### config.mk
export PLATFORM = sky130hd
export DESIGN_NAME = four_phase_monitor_flat
export DESIGN_NICKNAME = d
export VERILOG_FILES = /design/src/rtl/four_phase_monitor_pkg.sv /design/src/rtl/four_phase_monitor_if.sv /design/src/rtl/four_phase_monitor_decode.sv /design/src/rtl/four_phase_monitor.sv /design/src/flat_wrapper.sv
export SDC_FILE = /design/constraint.sdc
export NUM_CORES = 1
export LEC_CHECK = 0
export CAP_MARGIN = 0
export CORE_UTILIZATION = 51
export DETAILED_ROUTE_END_ITERATION = 10
export PLACE_DENSITY = 0.78
export SETUP_SLACK_MARGIN = 0.5
export SYNTH_ARGS = -nofsm -noshare
export SYNTH_HDL_FRONTEND = slang
export SYNTH_SLANG_ARGS = --single-unit
### constraint.sdc
create_clock -name inClock -period 3 [get_ports inClock]
set_input_delay 0.9 -clock inClock [delete_from_list [all_inputs] [get_ports inClock]]
set_output_delay 0.9 -clock inClock [all_outputs]
set_load 0.01 [all_outputs]
### src/rtl/four_phase_monitor_pkg.sv
// Shared encodings for the four-phase clock bus generator and monitor.
// State and fault-cause constants live here so both sides agree.
package four_phase_monitor_pkg;

  typedef enum logic [1:0] {
    SEARCH  = 2'd0,
    ACQUIRE = 2'd1,
    LOCKED  = 2'd2,
    FAULT   = 2'd3
  } mon_state_e;

  typedef enum logic [1:0] {
    ERR_NONE   = 2'b00,
    ERR_ONEHOT = 2'b01,
    ERR_SKIP   = 2'b10,
    ERR_STALL  = 2'b11
  } err_e;

  function automatic logic [1:0] next_idx(
    input logic [1:0] i
  );
    return i + 2'd1;
  endfunction

endpackage

### src/rtl/four_phase_monitor_if.sv
// Phase bus plus monitor status, as seen by a receive-side checker.
// master drives the phases; slave is the monitor.
interface four_phase_monitor_if #(
  parameter int CNT_W = 16
);
  logic             Phi1;
  logic             Phi2;
  logic             Phi3;
  logic             Phi4;
  logic             ClearErr;
  logic [1:0]       PhaseIdx;
  logic             PhaseValid;
  logic             StartOfCycle;
  logic             Locked;
  logic             Error;
  logic [1:0]       ErrCode;
  logic [CNT_W-1:0] RotCount;

  modport master (
    output Phi1, Phi2, Phi3, Phi4, ClearErr,
    input  PhaseIdx, PhaseValid, StartOfCycle,
    input  Locked, Error, ErrCode, RotCount
  );

  modport slave (
    input  Phi1, Phi2, Phi3, Phi4, ClearErr,
    output PhaseIdx, PhaseValid, StartOfCycle,
    output Locked, Error, ErrCode, RotCount
  );
endinterface

### src/rtl/four_phase_monitor_decode.sv
// Combinational one-hot phase vector to 2-bit index decoder.
// idx is 0 whenever the vector is not one-hot.
module four_phase_monitor_decode (
  input  logic [3:0] ph,
  output logic [1:0] idx,
  output logic       onehot
);

  always_comb begin
    idx    = 2'd0;
    onehot = 1'b1;
    case (ph)
      4'b0001: idx = 2'd0;
      4'b0010: idx = 2'd1;
      4'b0100: idx = 2'd2;
      4'b1000: idx = 2'd3;
      default: onehot = 1'b0;
    endcase
  end

endmodule

### src/rtl/four_phase_monitor.sv
// Four-phase bus rotation checker: decode, lock, count rotations,
// and latch a sticky fault cause when the sequence breaks after lock.
module four_phase_monitor
  import four_phase_monitor_pkg::*;
#(
  parameter int LOCK_COUNT = 2,
  parameter int CNT_W      = 16
) (
  input logic                inClock,
  input logic                Reset,
  four_phase_monitor_if.slave bus
);

  localparam int GW = $clog2(LOCK_COUNT + 1) < 1 ?
                      1 : $clog2(LOCK_COUNT + 1);
  localparam logic [GW-1:0] GOAL = GW'(LOCK_COUNT);

  mon_state_e       state_q, state_n;
  logic [GW-1:0]    gc_q, gc_n;
  logic [1:0]       prev_q, prev_n;
  logic [CNT_W-1:0] rot_q, rot_n;
  logic [1:0]       idx_q;
  logic             valid_q;
  logic             sof_q, sof_n;
  logic             lock_q;
  logic             err_q, err_n;
  err_e             code_q, code_n;

  logic [3:0] ph;
  logic [1:0] idx;
  logic       onehot;
  logic       match;
  logic       wrap;

  assign ph = {bus.Phi4, bus.Phi3, bus.Phi2, bus.Phi1};

  four_phase_monitor_decode u_dec (
    .ph     (ph),
    .idx    (idx),
    .onehot (onehot)
  );

  assign match = onehot && (idx == next_idx(prev_q));
  assign wrap  = match && (idx == 2'd0);

  always_comb begin
    state_n = state_q;
    gc_n    = gc_q;
    prev_n  = prev_q;
    rot_n   = rot_q;
    sof_n   = 1'b0;
    err_n   = err_q;
    code_n  = code_q;
    unique case (state_q)
      SEARCH: begin
        if (onehot && idx == 2'd0) begin
          state_n = ACQUIRE;
          gc_n    = '0;
          prev_n  = 2'd0;
        end
      end
      ACQUIRE: begin
        if (match) begin
          prev_n = idx;
          if (wrap) begin
            gc_n = gc_q + 1'b1;
            if (gc_q + 1'b1 == GOAL)
              state_n = LOCKED;
          end
        end else begin
          state_n = SEARCH;
        end
      end
      LOCKED: begin
        if (match) begin
          prev_n = idx;
          if (wrap) begin
            rot_n = rot_q + 1'b1;
            sof_n = 1'b1;
          end
        end else begin
          state_n = FAULT;
          err_n   = 1'b1;
          if (!onehot)
            code_n = ERR_ONEHOT;
          else if (idx == prev_q)
            code_n = ERR_STALL;
          else
            code_n = ERR_SKIP;
        end
      end
      FAULT: begin
        if (bus.ClearErr) begin
          state_n = SEARCH;
          err_n   = 1'b0;
          code_n  = ERR_NONE;
        end
      end
      default: state_n = SEARCH;
    endcase
  end

  always_ff @(posedge inClock) begin
    if (Reset) begin
      state_q <= SEARCH;
      gc_q    <= '0;
      prev_q  <= 2'd0;
      rot_q   <= '0;
      idx_q   <= 2'd0;
      valid_q <= 1'b0;
      sof_q   <= 1'b0;
      lock_q  <= 1'b0;
      err_q   <= 1'b0;
      code_q  <= ERR_NONE;
    end else begin
      state_q <= state_n;
      gc_q    <= gc_n;
      prev_q  <= prev_n;
      rot_q   <= rot_n;
      valid_q <= onehot;
      if (onehot)
        idx_q <= idx;
      sof_q   <= sof_n;
      lock_q  <= (state_n == LOCKED);
      err_q   <= err_n;
      code_q  <= code_n;
    end
  end

  assign bus.PhaseIdx     = idx_q;
  assign bus.PhaseValid   = valid_q;
  assign bus.StartOfCycle = sof_q;
  assign bus.Locked       = lock_q;
  assign bus.Error        = err_q;
  assign bus.ErrCode      = code_q;
  assign bus.RotCount     = rot_q;

endmodule
### src/flat_wrapper.sv
// flat-port wrapper written by rule: the top's interface ports become plain ports
module four_phase_monitor_flat import four_phase_monitor_pkg::*;
#(
  parameter int LOCK_COUNT = 2,
  parameter int CNT_W      = 16
)
  (inClock, Reset, bus_Phi1, bus_Phi2, bus_Phi3, bus_Phi4, bus_ClearErr, bus_PhaseIdx, bus_PhaseValid, bus_StartOfCycle, bus_Locked, bus_Error, bus_ErrCode, bus_RotCount);
  four_phase_monitor_if #(.CNT_W(CNT_W)) bus_i ();
  input logic inClock;
  input logic Reset;
  input wire logic [$bits(bus_i.Phi1)-1:0] bus_Phi1;
  input wire logic [$bits(bus_i.Phi2)-1:0] bus_Phi2;
  input wire logic [$bits(bus_i.Phi3)-1:0] bus_Phi3;
  input wire logic [$bits(bus_i.Phi4)-1:0] bus_Phi4;
  input wire logic [$bits(bus_i.ClearErr)-1:0] bus_ClearErr;
  output wire logic [$bits(bus_i.PhaseIdx)-1:0] bus_PhaseIdx;
  output wire logic [$bits(bus_i.PhaseValid)-1:0] bus_PhaseValid;
  output wire logic [$bits(bus_i.StartOfCycle)-1:0] bus_StartOfCycle;
  output wire logic [$bits(bus_i.Locked)-1:0] bus_Locked;
  output wire logic [$bits(bus_i.Error)-1:0] bus_Error;
  output wire logic [$bits(bus_i.ErrCode)-1:0] bus_ErrCode;
  output wire logic [$bits(bus_i.RotCount)-1:0] bus_RotCount;
  assign bus_i.Phi1 = bus_Phi1;
  assign bus_i.Phi2 = bus_Phi2;
  assign bus_i.Phi3 = bus_Phi3;
  assign bus_i.Phi4 = bus_Phi4;
  assign bus_i.ClearErr = bus_ClearErr;
  assign bus_PhaseIdx = bus_i.PhaseIdx;
  assign bus_PhaseValid = bus_i.PhaseValid;
  assign bus_StartOfCycle = bus_i.StartOfCycle;
  assign bus_Locked = bus_i.Locked;
  assign bus_Error = bus_i.Error;
  assign bus_ErrCode = bus_i.ErrCode;
  assign bus_RotCount = bus_i.RotCount;
  four_phase_monitor #(.LOCK_COUNT(LOCK_COUNT), .CNT_W(CNT_W)) u_core (.inClock(inClock), .Reset(Reset), .bus(bus_i));
endmodule
**Run 1: placed standard cells**

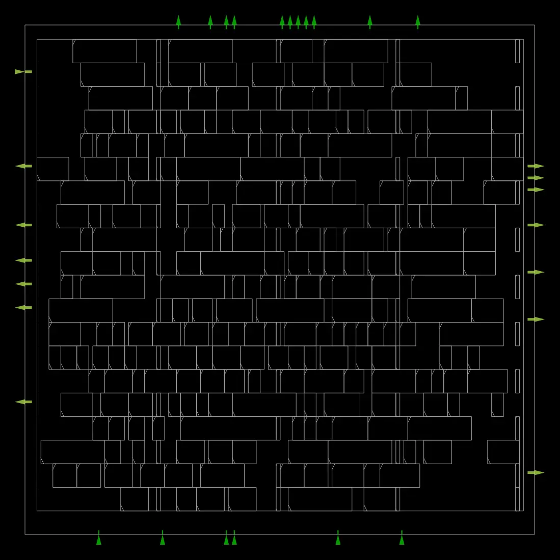
# Taps: 44
register share of the cell area: 28.4%
core area: 3050 sq um
Fillers: 263
Cell Rows: 20

**Run 1: wiring by layer**

Drawn at 8 px/um. Only two layers are drawn.
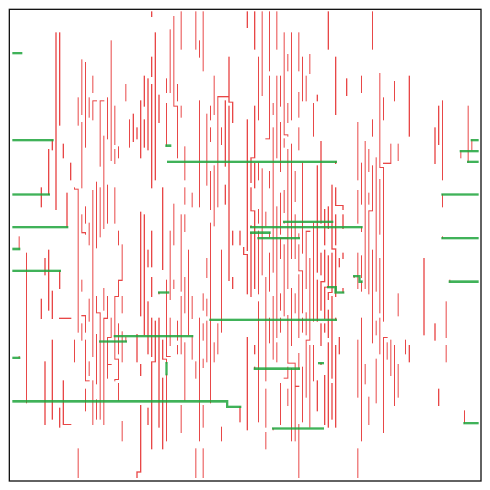
Key: met3 = green [wire length 166 um]; met2 = red [wire length 1890 um]

**Run 1: nets reached from selected ports**

Drawn at 4 px/um.
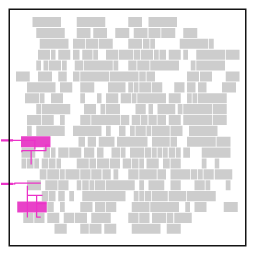
Key: `bus_PhaseIdx` = magenta [bits 2, direction output, end cells 2, buffers 2, wire 47.4 um]

**Run 1: pin placement**

Drawn at 8 px/um. Pins as bars across the die edge, other pins in grey.
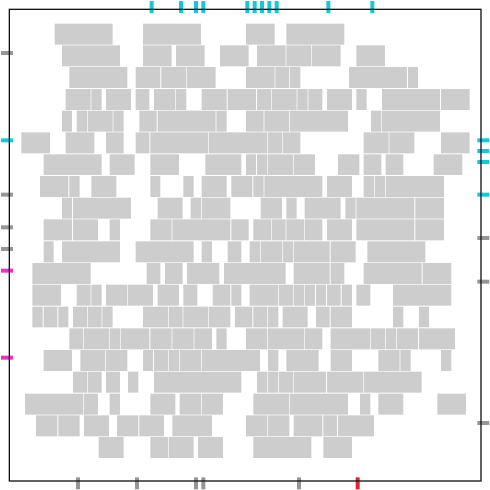
Key: `bus_RotCount` = cyan [pins 16, direction output, edge 11 top, 4 right, 1 left]; `Reset` = red [pins 1, direction input, edge bottom]; `bus_PhaseIdx` = magenta [pins 2, direction output, edge left]
All pins by edge: 11 top, 7 left, 7 right, 6 bottom.

==> qor.yml, run 1 <==
grt_pass1_vias: 1398
vias: 1530
hold_class: "reg -> reg"
place_hpwl_mm: 2.70
portBuffers: 30
ys_warn_count: 0
io_pins: 31
chipArea_sq_um: 3450
crit_start: "bus_Phi4"
p_seq_share_pct: 48.0
p_leak_uw: 0.000790
setup_ws_ns: 0.583
worst_slew_margin_rel_pct: 72.3
cp.required_ns: 3.27
floorplan.core_util_pct: 53.9
grt_max_degree: 15
cts_tree: "done"
nets: 248
criticalPathCategory: "in -> reg"
pwr-share-clk_pct: 39.9
warnings: 31
clk-insertion-delay-late_ns: 0.34
period_needed_ns: 2.42
run_status: "complete, no violations"
setup_viol: 0
worstReg2RegEnd: "u_core.bus.RotCount[13]"
tns_ns: 0
p_per_area_nw_per_um2: 405
antenna_left: 0
finalHoldViolations: 0
finish.utilization_pct: 69.2
antenna_found_initial: 0
combPwrFrac_pct: 12.1
crit_path_end_kind: "flop"
drtIter0Drc: 69
cts_sinks: 30
die_w_um: 58.8
syn_nets: 209
hold_path_end: "u_core.gc_q[1]"
arrival_ns: 2.69
ir_worst_vdd_uv: 296
place_ws_ns: 0.0225
hold_depth: 2
root_buffer: "clkbuf_4"
fin_cells: 278
die_h_um: 58.8
reg2reg_depth: 7
dpl_cell_area_sq_um: 2010
dp_cells: 267
wirelength_mm: 3.82
synth_flop_count: 30
area_growth_syn_to_layout_pct: 28.5
overflow: 0
p_int_uw: 641
ys_seq_share_pct: 36.5
lay_top_cells: "30 x dfxtp_1, 27 x nor2_1, 26 x clkdlybuf4s50_1"
flop_cell: "dfxtp_1"
synth-edff-count: 0
antennaDiodeCount: 0
maxSlewViolCount: 0
syn_area_per_cell_sq_um: 8.43
htreeDepth: 2
clock_skew_ns: 0.0123
worstPathMaxFanout: 6
p_sw_share_pct: 25.1
yosysUniqueCellTypes: 46
ys_area_sq_um: 1640
grt_usage_pct: 25.0
synth-async-reset-ratio_pct: 0
fmax_mhz: 414
finalWeightedCongestion: 0.852
wire_per_inst_um: 13.7
cts_buffers: 5
reg2reg_from: "u_core.state_q[0]"
drc: 0
finalInstanceArea_sq_um: 2110
grt_pass1_wl_mm: 6.39
clk_pin_slew_worst_paths_ns: 0.10
worst_pin_slew_ns: 0.405
drive_gt1_share_pct: 12.4
syn_area_sq_um: 1640
final.period_utilization_pct: 80.6
ys_cells: 195
clk_path_buf_depth: 2
critPathLaunchType: "primary input"
switchingPower_uw: 215
rsz0062_at_grt: "no"
first_pass_iters: 4
final_layout_top_logic_cell: "dfxtp_1"
viasPerCell: 5.50
run 1: power by group through the flow:
stage	clock, uW	sequential (uW)	combinational [uW]
floorplan	0	420	68.7
global placement	0	419	99.4
detailed placement	0	420	102
CTS	340	411	103
global route	360	412	116
finish	341	411	104
run 1: worst max-delay path, stage by stage:
cell           delay [ns]
dlygate4sd2_1        0.24
or4b_4               0.59
or3_4                0.42
a211oi_2             0.19
a32o_2               0.19
nor3b_2              0.16
run 1: sequential cells by signal, indices dropped and copies added (netlist names):
name,flops
u_core.bus.RotCount,16
u_core.bus.PhaseIdx,2
u_core.bus.ErrCode,2
u_core.prev_q,2
u_core.bus.Locked,1
u_core.bus.PhaseValid,1
u_core.gc_q,2
u_core.bus.Error,1
u_core.bus.StartOfCycle,1
u_core.state_q,2
run 1: layout make-up:
class,count,area [sq um]
clock buffers,6,51.3
clock inverters,1,30.0
fillers,263,940
inverters,11,41.3
multi-input cells,145,957
flip-flops and latches,30,601
well taps,44,55.1
repair buffers,41,378
run 1: Yosys cell counts, drive strengths merged (2+ instances only):
library cell  number  area share (%)
a2111oi            2             1.1
a211oi             2             1.2
a21o               2            0.99
a21oi             12             3.7
a22oi              2            0.91
and3b              2             1.1
and4               2             1.1
buf                3             1.6
clkbuf             6             1.4
dfxtp             30              37
ha                 7             5.3
inv               11             2.5
nand2             15             3.4
nand3              8             2.4
nand4              6             2.3
nor2              27             6.2
nor2b              2            0.76
nor3               4             1.5
nor3b              3             1.7
nor4               3             2.1
o211ai             3             1.4
o21ai              7             2.1
o32ai              3             1.6
or3                2             1.1
xnor2              4             2.1
xor2              15             8.0
run 1: cells by family (layout without fill, tap and decap cells):
logic type / count (synthesis) / after routing / share of synthesized area [%]
flops: 30 / 30 / 36.5
buf+inv: 20 / 59 / 5.48
simple gates: 78 / 78 / 25.3
fa+ha+maj: 7 / 7 / 5.33
compound gates: 39 / 39 / 15.9
mux: 2 / 2 / 1.29
xor+xnor: 19 / 19 / 10.1
run 1: repair_timing:
action / in CTS / in global routing
endpoints found under the setup margin: 5 / 5
pin swaps: 4 / 3
gates resized: 4 / 0
gates cloned: 0 / 0
hold buffers: 0 / 0
buffers inserted: 3 / 1
run 1: metrics by stage:
stage / total power [uW] / hold slack, ns
4_1_cts: 854 / 0.494
5_1_grt: 888 / 0.521
6_report: 857 / 0.492
3_5_place_dp: 522 / 0.475
3_3_place_gp: 519 / 0.461
2_1_floorplan: 489 / 0.449
run 1: how the worst max path moves through the flow:
stage	endpoint	cells after the start
after floorplan	u_core.bus.Locked	7
after global placement	u_core.bus.Locked	6
after detailed placement	u_core.bus.Locked	6
after CTS	u_core.bus.Locked	6
after global routing	u_core.bus.Error	7
final	u_core.bus.Locked	6
run 1: routing by layer:
metal	vias up	GRT usage, %	wire length (um)
met3	8	7.47	166
li1	761	-	-
met4	0	11.2	96
met2	43	41.1	1890
met1	718	30.1	1670
met5	-	0	0
==> inputs of run 2 (changes only) <==
--- a/config.mk
+++ b/config.mk
@@ -6,9 +6,9 @@
 export NUM_CORES = 1
 export LEC_CHECK = 0
 export CAP_MARGIN = 0
-export CORE_UTILIZATION = 51
+export CORE_UTILIZATION = 46
 export DETAILED_ROUTE_END_ITERATION = 10
-export PLACE_DENSITY = 0.78
+export PLACE_DENSITY = 0.75
 export SETUP_SLACK_MARGIN = 0.5
 export SYNTH_ARGS = -nofsm -noshare
 export SYNTH_HDL_FRONTEND = slang
==> constraint.sdc (replaced) <==
create_clock -name inClock -period 2 [get_ports inClock]
set_input_delay 0.6 -clock inClock [delete_from_list [all_inputs] [get_ports inClock]]
set_output_delay 0.6 -clock inClock [all_outputs]
set_load 0.01 [all_outputs]
**Run 2: nets reached from selected ports**

Drawn at 4 px/um.
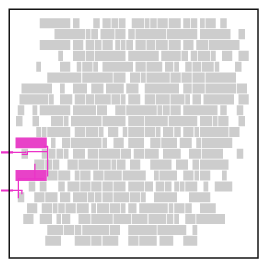
Key: `bus_PhaseIdx` = magenta [bits 2, direction output, end cells 2, buffers 2, wire 37.5 um]

**Run 2: wiring by layer**

Drawn at 8 px/um. Only two layers are drawn.
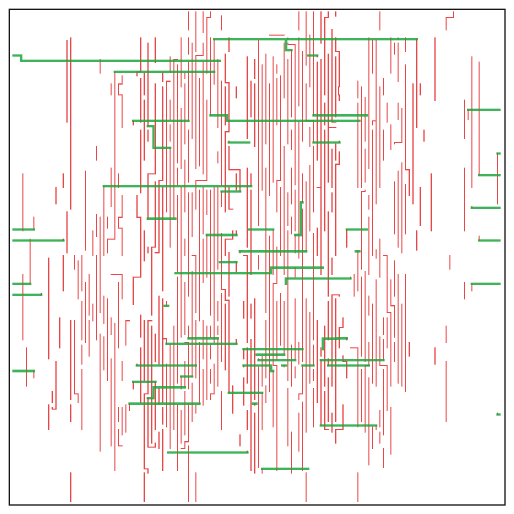
Key: met2 = red [wire length 2720 um]; met3 = green [wire length 326 um]

==> run 2 against run 1 <==
Net effect:
- the run now ends with setup timing left
- critical path depth increased by 1
- sequential power increased by 48%
- die size increased by 11%
- clock skew decreased by 0.0062 ns
- synthesized area unchanged
- clock-buffer cell count unchanged
- critical path type is now reg -> reg
==> qor.yml, run 2 <==
area_growth_syn_to_layout_pct: 55.6
syn_area_per_cell_sq_um: 8.43
finalHoldViolations: 0
common_cells: "30 x dfxtp_1, 27 x nor2_1, 15 x nand2_1, 15 x xor2_1, 12 x a21oi_1"
setup_viol: 2
clock_skew_ns: 0.00610
grt_util_met3_pct: 5.38
ys_seq_share_pct: 36.5
cp.required_ns: 2.27
flop_area_sq_um: 637
first_pass_iters: 4
post-synth-top-area-cell: "dfxtp_1"
simple_gate_area_share_pct: 25.3
grt_max_degree: 27
cts_hold_buf: 0
finalWeightedCongestion: 0.838
ys_cells: 195
crit_path_end_kind: "flop"
p_per_area_nw_per_um2: 489
viasPerCell: 5.57
clk-insertion-delay-late_ns: 0.33
root_buffer: "clkbuf_4"
flop_cell: "dfxtp_1"
final_layout_top_logic_cell: "buf_4"
io_pins: 31
synth.most_common_cell: "dfxtp_1"
ir_worst_vdd_uv: 389
top_logic_kind: "simple AND/OR/NAND/NOR gates"
run_status: "finished, violations left"
critPathLaunchType: "flop"
worst_pin_slew_ns: 0.353
finalInstanceArea_sq_um: 2560
ys_area_sq_um: 1640
fillers: 235
worst_slew_margin_rel_pct: 75.9
synth-edff-count: 0
topCellsByArea: "dfxtp_1 37%, xor2_1 8.0%, nor2_1 6.2%"
grt-busiest-layer: "met2"
xor_share_pct: 10.1
comb_area_sq_um: 1140
dpl_cell_area_sq_um: 2100
wire_per_inst_um: 16.5
maxSlewViolCount: 0
aoi_share_pct: 15.9
drive_gt1_share_pct: 55.2
core_sq_um: 3390
setup_ws_ns: -0.0223
portBuffers: 30
synth-async-reset-ratio_pct: 0
fmax_mhz: 494
die_h_um: 61.8
arrival_ns: 2.29
failed_checks: "setup timing"
largest_reg_flops: 16
cts_tree: "done"
final.period_utilization_pct: 101
drc: 0
yosysUniqueCellTypes: 46
dp_cells: 278
core.rowCount: 21
antenna_found_initial: 0
chipArea_sq_um: 3820
nets: 290
**Run 2: pin placement**

Drawn at 8 px/um. Pins as bars across the die edge, other pins in grey.
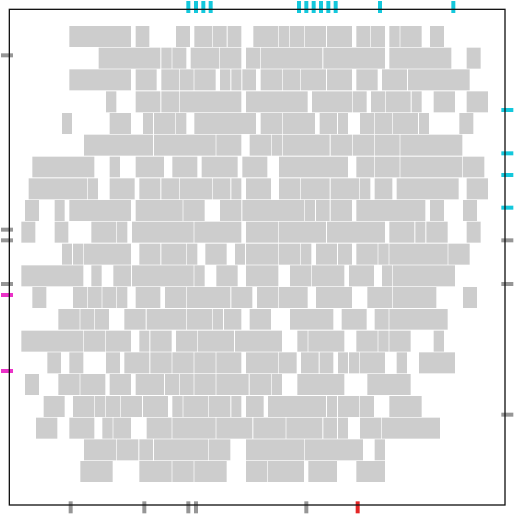
Key: `bus_RotCount` = cyan [pins 16, direction output, edge 12 top, 4 right]; `bus_PhaseIdx` = magenta [pins 2, direction output, edge left]; `Reset` = red [pins 1, direction input, edge bottom]
All pins by edge: 12 top, 7 right, 6 bottom, 6 left.

-- run 2: final timing paths --
path,start,endpoint,slack (ns),cells past startpoint
worst max-delay path,u_core.state_q[1],u_core.bus.RotCount[9],-0.02,7
worst min-delay path,u_core.gc_q[1],u_core.gc_q[1],0.48,2
worst max register to register,u_core.state_q[1],u_core.bus.RotCount[9],-0.02,7
worst min register to register,u_core.gc_q[1],u_core.gc_q[1],0.48,2
-- run 2: area by class of cell --
| type | count | share of cell area [%] |
|---|---|---|
| inverters | 11 | 1.61 |
| well taps | 46 | 2.25 |
| multi-input cells | 145 | 44.4 |
| clock inverters | 2 | 0.489 |
| flip-flops and latches | 30 | 24.9 |
| repair buffers | 83 | 24.3 |
| clock buffers | 6 | 2.01 |
-- run 2: kinds of logic after synthesis --
| logic type | Yosys count |
|---|---|
| buffers and inverters | 20 |
| xor gates and xnor gates | 19 |
| DFF | 30 |
| adders and majority gates | 7 |
| and+or+nand+nor | 78 |
| AOI/OAI and AO/OA | 39 |
| muxes | 2 |
-- run 2: power breakdown --
part           switching [uW]  internal, uW
logic                     133           111
clock network             232           169
registers                4.35           602
-- run 2: worst max-delay path, cell delays in order, from the launching register on --
cell	delay (ns)
dfxtp_1	0.44
ha_1	0.29
nand4_1	0.28
nor4_4	0.39
buf_4	0.20
nand3_2	0.10
xor2_1	0.16
nor2_1	0.09
-- run 2: per-layer routing --
layer	share of wire, %	up-vias
met2	51	86
met5	0	-
met4	3.2	0
met3	6.1	20
li1	-	850
met1	40	844
-- run 2: per-stage QoR --
| stage | hold slack [ns] | setup TNS [ns] | utilization (%) | setup WS (ns) |
|---|---|---|---|---|
| detailed placement | 0.468 | -13.24 | 61.9 | -0.658 |
| floorplan | 0.449 | -0.902 | - | -0.207 |
| global placement | 0.466 | -11.98 | 61.9 | -0.560 |
| global route | 0.533 | -0.434 | 75.5 | -0.124 |
| CTS | 0.483 | 0 | 71.4 | 0.0235 |
| finish | 0.483 | -0.0249 | 75.5 | -0.0223 |
-- run 2: timing repair --
action | CTS | global route
resized | 132 | 49
setup buffers | 23 | 14
setup endpoints to repair | 54 | 45
pin swaps | 9 | 35
==> inputs of run 3 (changes only) <==
--- a/config.mk
+++ b/config.mk
@@ -8,6 +8,7 @@
 export CAP_MARGIN = 0
 export CORE_UTILIZATION = 46
 export DETAILED_ROUTE_END_ITERATION = 10
+export GPL_TIMING_DRIVEN = 0
 export PLACE_DENSITY = 0.75
 export SETUP_SLACK_MARGIN = 0.5
 export SYNTH_ARGS = -nofsm -noshare
**Run 3: wiring by layer**

Drawn at 8 px/um. Only two layers are drawn.
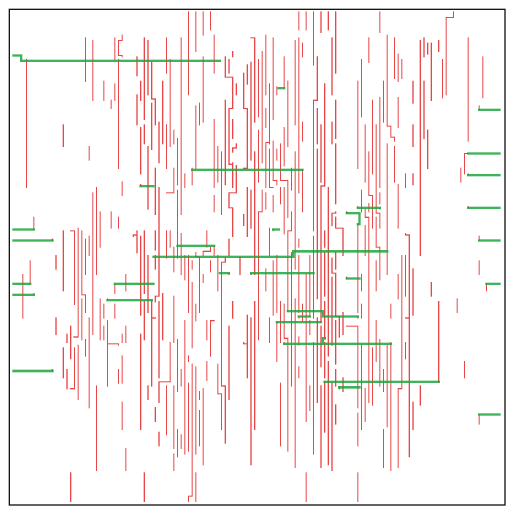
Key: met2 = red [wire length 2060 um]; met3 = green [wire length 190 um]

**Run 3: placed standard cells**

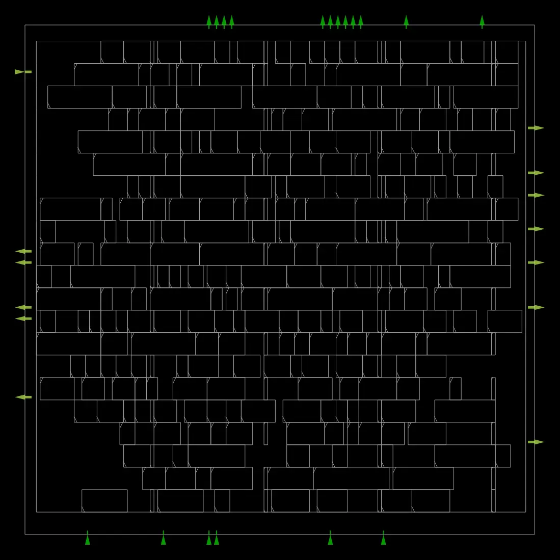
flip-flops: 30
Final Non-Filler Cells: 310
core area: 3390 sq um
register share of the cell area: 25.7%

==> run 3 against run 2 <==
Net effect:
- flip-flop count did not move
- clock skew rose by 0.0059 ns
- the flow still finishes with violations (setup timing)
- clock-buffer cell count fell by 1
==> qor.yml, run 3 <==
simple_gate_area_share_pct: 25.3
die_w_um: 61.8
ys_warn_count: 0
failed_checks: "setup timing"
chipArea_sq_um: 3820
dpl_cell_area_sq_um: 2010
floorplan.core_util_pct: 48.5
top_cell_area_share_pct: 36.5
cts_buffers: 5
ir_worst_vdd_uv: 440
mux_area_share_pct: 1.29
setup_ws_ns: -0.0169
final_layout_top_logic_cell: "nor2_1"
antennaDiodeCount: 0
ys_seq_share_pct: 36.5
clk_pin_slew_worst_paths_ns: 0.10
antenna_found_initial: 0
hold_class: "reg -> reg"
aoi_share_pct: 15.9
arrival_ns: 2.23
drc: 0
top_logic_kind: "simple AND/OR/NAND/NOR gates"
finalInstanceArea_sq_um: 2470
topCellsByArea: "dfxtp_1 37%, xor2_1 8.0%, nor2_1 6.2%"
cts_tree: "done"
syn_area_sq_um: 1640
area_growth_syn_to_layout_pct: 50.2
finalWeightedCongestion: 0.832
antenna_left: 0
flop_cell: "dfxtp_1"
drtIter0Drc: 65
fmax_mhz: 496
cp.required_ns: 2.22
comb_area_sq_um: 1130
htreeDepth: 2
first_pass_iters: 4
overflow: 0
vias: 1644
finalHoldViolations: 0
largest_reg_flops: 16
synth-async-reset-ratio_pct: 0
grt_usage_pct: 22.1
wire_per_inst_um: 13.8
maxSlewViolCount: 0
run_status: "finished, violations left"
period_needed_ns: 2.02
ys_cells: 195
syn_nets: 209
grt_util_met3_pct: 5.59
final.period_utilization_pct: 101
grt_max_degree: 11
p_leak_uw: 0.00105
fillers: 233
clk_path_buf_depth: 2
cts_sinks: 30
setup_viol: 2
synth_flop_count: 30
wirelength_mm: 4.27
syn_area_per_cell_sq_um: 8.43
worstPathMaxFanout: 6
worst_pin_slew_ns: 0.508
synth-edff-count: 0
criticalPathCategory: "in -> reg"
tns_ns: -0.0322
root_buffer: "clkbuf_4"
io_pins: 31
grt_pass1_wl_mm: 6.24
clk-insertion-delay-late_ns: 0.33
core.rowCount: 21
common_cells: "30 x dfxtp_1, 27 x nor2_1, 15 x nand2_1, 15 x xor2_1, 12 x a21oi_1"
yosysUniqueCellTypes: 46
viasPerCell: 5.30
nets: 278
drive_gt1_share_pct: 51.9
rsz0062_at_grt: "yes"
warnings: 33
**Run 3: pin placement**

Drawn at 8 px/um. Pins as bars across the die edge, other pins in grey.
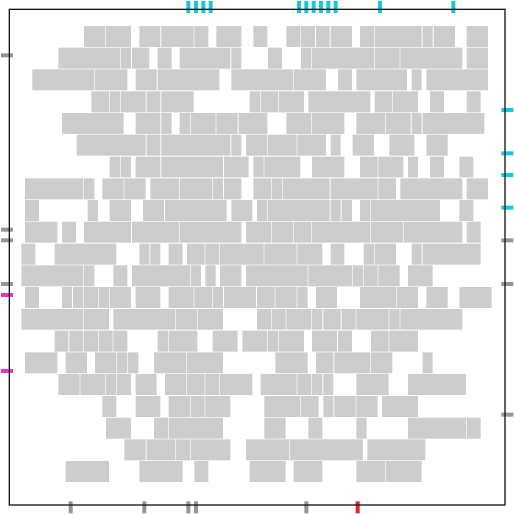
Key: `bus_PhaseIdx` = magenta [pins 2, direction output, edge left]; `Reset` = red [pins 1, direction input, edge bottom]; `bus_RotCount` = cyan [pins 16, direction output, edge 12 top, 4 right]

[run 3: cell counts after synthesis]
Identical to the previous run, type by type.
[run 3: cell type report]
cell class / instances / area share (%)
multi-input combinational: 145 / 45.8
sequential: 30 / 25.7
timing repair buffer: 62 / 19.4
buffer: 9 / 3.14
tap: 46 / 2.33
inverter: 11 / 1.67
clock buffer: 5 / 1.52
clock inverter: 2 / 0.405
[run 3: timing repair]
item	in CTS	in global routing
setup buffers	25	8
gates cloned	0	0
gates resized	144	38
setup endpoints to repair	54	46
pin swaps	24	25
[run 3: path summary, 6_finish.rpt]
path | from | endpoint | cells past startpoint
max reg2reg | u_core.prev_q[0] | u_core.bus.Locked | 5
max | bus_Phi3 | u_core.bus.RotCount[8] | 10
min | u_core.gc_q[1] | u_core.gc_q[1] | 2
min reg2reg | u_core.gc_q[1] | u_core.gc_q[1] | 2
[run 3: worst max-delay path: stages]
cell	delay, ns
buf_8	0.09
or4b_4	0.53
buf_8	0.15
buf_6	0.11
buf_6	0.11
nor3_4	0.15
buf_6	0.16
nand3_4	0.06
xor2_1	0.21
nor2_1	0.06
[run 3: logic make-up (layout without fill, tap and decap cells)]
family | Yosys count | in the layout
AND/OR/NAND/NOR | 78 | 78
AND-OR/OR-AND | 39 | 39
flip-flops | 30 | 30
buffers and inverters | 20 | 89
XOR/XNOR | 19 | 19
adder cells (fa/ha/maj) | 7 | 7
multiplexers | 2 | 2
[run 3: where the power goes]
part           total (uW)  switching, uW  internal, uW
Combinational         178            103          75.4
Sequential            614           12.4           602
Clock                 324            198           126
Total                1120            313           803
[run 3: stage by stage]
step	std cells	util [%]	setup WS (ns)	hold WS (ns)	total power, uW
3_3_place_gp	270	59.4	-0.695	0.464	781
6_report	310	72.8	-0.0169	0.490	1120
4_1_cts	302	71.5	-0.0534	0.481	1110
2_1_floorplan	195	-	-0.207	0.449	735
3_5_place_dp	270	59.4	-0.695	0.467	782
5_1_grt	310	72.8	-0.0526	0.520	1170
[run 3: per-layer routing]
metal	share of wire, %	vias to the layer above
met2	48	44
met3	4.4	9
met1	46	768
met4	1.6	0
met5	0	-
li1	-	823
Power is estimated from default activity; no workload was simulated.
